==> config.mk <==
export PLATFORM = sky130hd
export DESIGN_NAME = key_entry_ctrl
export DESIGN_NICKNAME = d
export VERILOG_FILES = /design/src/rtl/key_entry_ctrl.sv
export SDC_FILE = /design/constraint.sdc
export NUM_CORES = 1
export LEC_CHECK = 0
export CAP_MARGIN = 20
export CORE_ASPECT_RATIO = 1.4
export CORE_MARGIN = 3
export CORE_UTILIZATION = 25
export DETAILED_ROUTE_END_ITERATION = 7
export GPL_TIMING_DRIVEN = 0
export HOLD_SLACK_MARGIN = 0.05
export SLEW_MARGIN = 0
export SYNTH_ARGS = -nofsm -noshare
export SYNTH_HDL_FRONTEND = slang
export SYNTH_SLANG_ARGS = --single-unit
==> constraint.sdc <==
create_clock -name CLK -period 2.8 [get_ports CLK]
set_input_delay 0.42 -clock CLK [delete_from_list [all_inputs] [get_ports CLK]]
set_output_delay 0.42 -clock CLK [all_outputs]
set_load 0.02 [all_outputs]
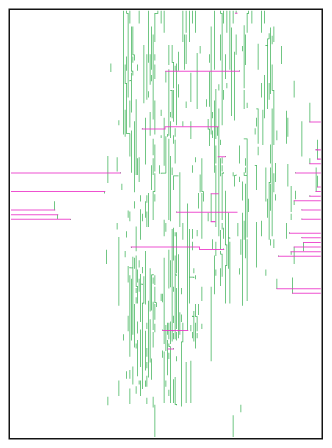
Figure 1: wiring by layer.
Only two layers are drawn.
| colour | layer | wire length |
|---|---|---|
| green | M2 | 2700 µm |
| magenta | M3 | 315 µm |
final WL: 5.52 mm
routed via count: 1785

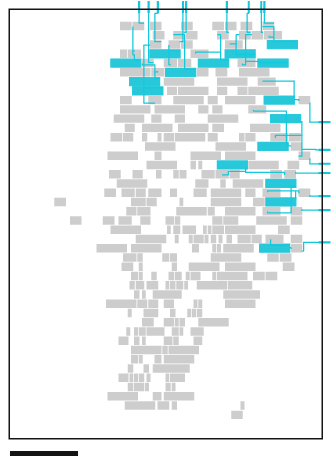
Figure 2: nets reached from selected ports.
The bar under the picture is 20 µm long.
| colour | port | direction | edge | end cells | buffers | wire |
|---|---|---|---|---|---|---|
| cyan | `Operand` | output | 9 north, 7 east | 16 | 16 | 387 µm |
Ports: 50
Port Buffers: 49

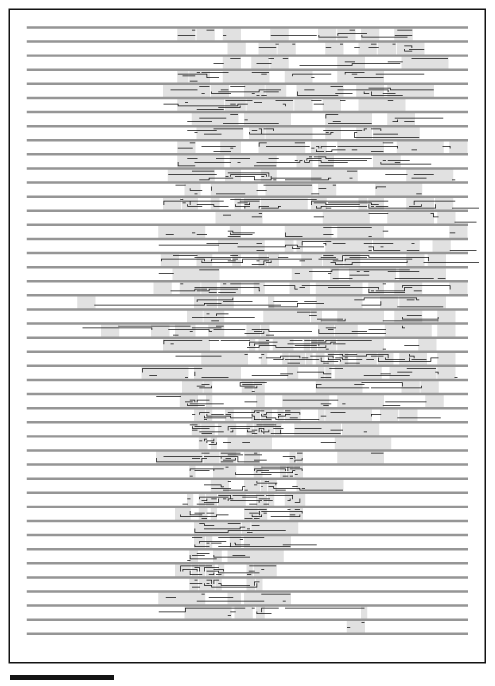
Figure 3: the metal 1 layer.
The bar under the picture is 20 µm long. Supply wires on this layer in grey. Cells faint in the background.
main direction: horizontal
longest straight run: 21.2 µm
met1 GRT Util: 12.1%

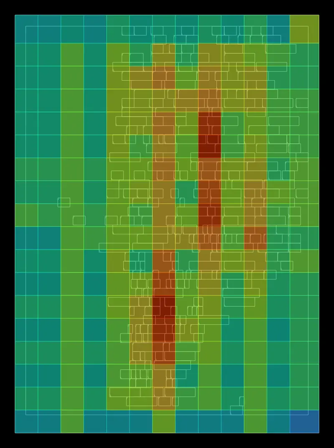
Figure 4: track usage over the die.
GR peak layer: met2
final core occ: 35.7%
grt met2 use: 15.9%
WL/cell: 13.6 µm
M3 GR Usage: 3.35%

==> deck_impl_summary.md <==
Key Metrics from the Run

Cells and area
  • Final non-clock buffer share: 16.5%
  • #MultiIn Comb: 132
  • Signal buffers: 62
  • Fin area: 3550 µm²
  • MI comb area: 1040 µm²
  • Ratio of cells with drive above 1 in the final layout: 19.9%
  • Biggest Area Class: flip-flops and latches
  • Diodes inserted: 0
  • Sequential share of cell area: 40.2%
  • Non-filler cells, final: 407
  • Non-clk invs: 6
  • Register area: 1430 µm²
  • Fill cells: 972
  • Logic share of the area: 29.2%
  • CLK BUF: 9

Route
  • Topmost layer with routed signal wires: met4
  • Metal3 WL: 314 µm
  • Met2 wire length: 2.70 mm
  • DRT iter0 DRCs: 126
  • # DRC: 0
  • Post-Route M1 WL: 2.37 mm
  • Drt first pass iters: 4

Critical path
  • Number of cells on the worst reg-to-reg path: 7
  • CP peak stage delay: 0.58 ns
  • Worst Path Max Fanout: 10
  • Crit-path slowest cell: or4_4
  • Setup CP Type: reg2reg
  • Data required, critical path: 3.00 ns
  • Reg2Reg Setup Slack: 0.29 ns

Yosys
  • Yosys reg bits: 57
  • Syn_nets: 216
  • Main synth FF type: dfrtp_1
  • Top cells by count, synth: dfrtp_1 (57), nand2_1 (17), a22o_1 (15), mux2_4 (10), nor2_1 (10)
  • Top-count cell post-synth: dfrtp_1
  • Syn avg cell area: 12.4 µm²
  • Sequential area share after synthesis: 55.7%
  • Yosys cell count: 207
  • Gate Count Post-Synth: 207
  • Ys Warns: 0
  • Cell Area, Synth: 2560 µm²
  • Post-synth top area share: 55.7%
  • Yosys top cell by area: dfrtp_1
  • Post-synth EDFFs: 0
  • Asr flop ratio synth: 100%

Clock network
  • CTS Buf Count: 9
  • Clock Sink Count: 57
  • Clk root buf: clkbuf_16
  • CTS tree: yes
  • Postcts setup bufs: 0
  • Resize count post-CTS: 0
  • Cts hold-fix bufs: 0
  • Clock Latency Late Sink: 0.32 ns
  • CTS H-tree lvls: 3

STA
  • Worst-Margin Slew: 0.733 ns
  • Rel. slew slack: 50.7%
  • Final setup violation count: 0
  • Tcrit/Tclk final: 89.8%
  • Unrepaired setup endpoints after global routing: no
  • Clock Skew: 0.00403 ns
  • Max Fclk: 398 MHz
  • Final Worst Setup Slack: 0.286 ns
  • Setup Total Neg Slack: 0 ns
  • Final Slew Violations: 0

Global route
  • Total gr overflow: 0
  • Vias in the first global route: 1784
  • Antenna violations before repair: 0
  • Gr usage total: 10.1%

Floorplan
  • Core Region: 9950 µm²
  • Core Util at FP: 25.7%
  • Chip height: 126 µm
  • Die W: 91.5 µm
  • Die Size: 11500 µm²

Placement
  • DPL Wire Length: 4.02 mm
  • # placed instances: 392
  • Dpl ws: -0.0564 ns
  • Routability cong.: 0.770
  • Placed Area: 3240 µm²

Flow run
  • Log Warnings: 26

Power and ir drop
  • LEAKAGE: 1.59 nW
  • Total power: 2.14 mW
  • Cell area power density: 603 nW/µm²

Min path
  • Hold Crit Class: in2async

Outcome
  • Outcome: finished clean
## cell families after synthesis
kind of cell | after synthesis | share of synthesized area, %
AND/OR/NAND/NOR | 64 | 14.9
flip-flops | 57 | 55.7
buffers and inverters | 18 | 3.86
adder cells (fa/ha/maj) | 2 | 0.977
XOR/XNOR | 5 | 1.71
multiplexers | 21 | 10.7
AND-OR/OR-AND | 40 | 12.2
## where the power goes
group / internal, mW / leakage (nW) / switching [mW]
registers: 0.845 / 0.783 / 0.0253
clock network: 0.768 / 0.155 / 0.361
logic: 0.0637 / 0.651 / 0.0778
total: 1.68 / 1.59 / 0.464
## critical path, delay by kind of cell (launching register included)
family | cells | cell delay (ns)
buf+inv | 1 | 0.19
fa+ha+maj | 1 | 0.29
simple gates | 4 | 1.18
mux | 1 | 0.31
flops | 1 | 0.42
No activity file was given, so power comes from the tool's default toggle rates.
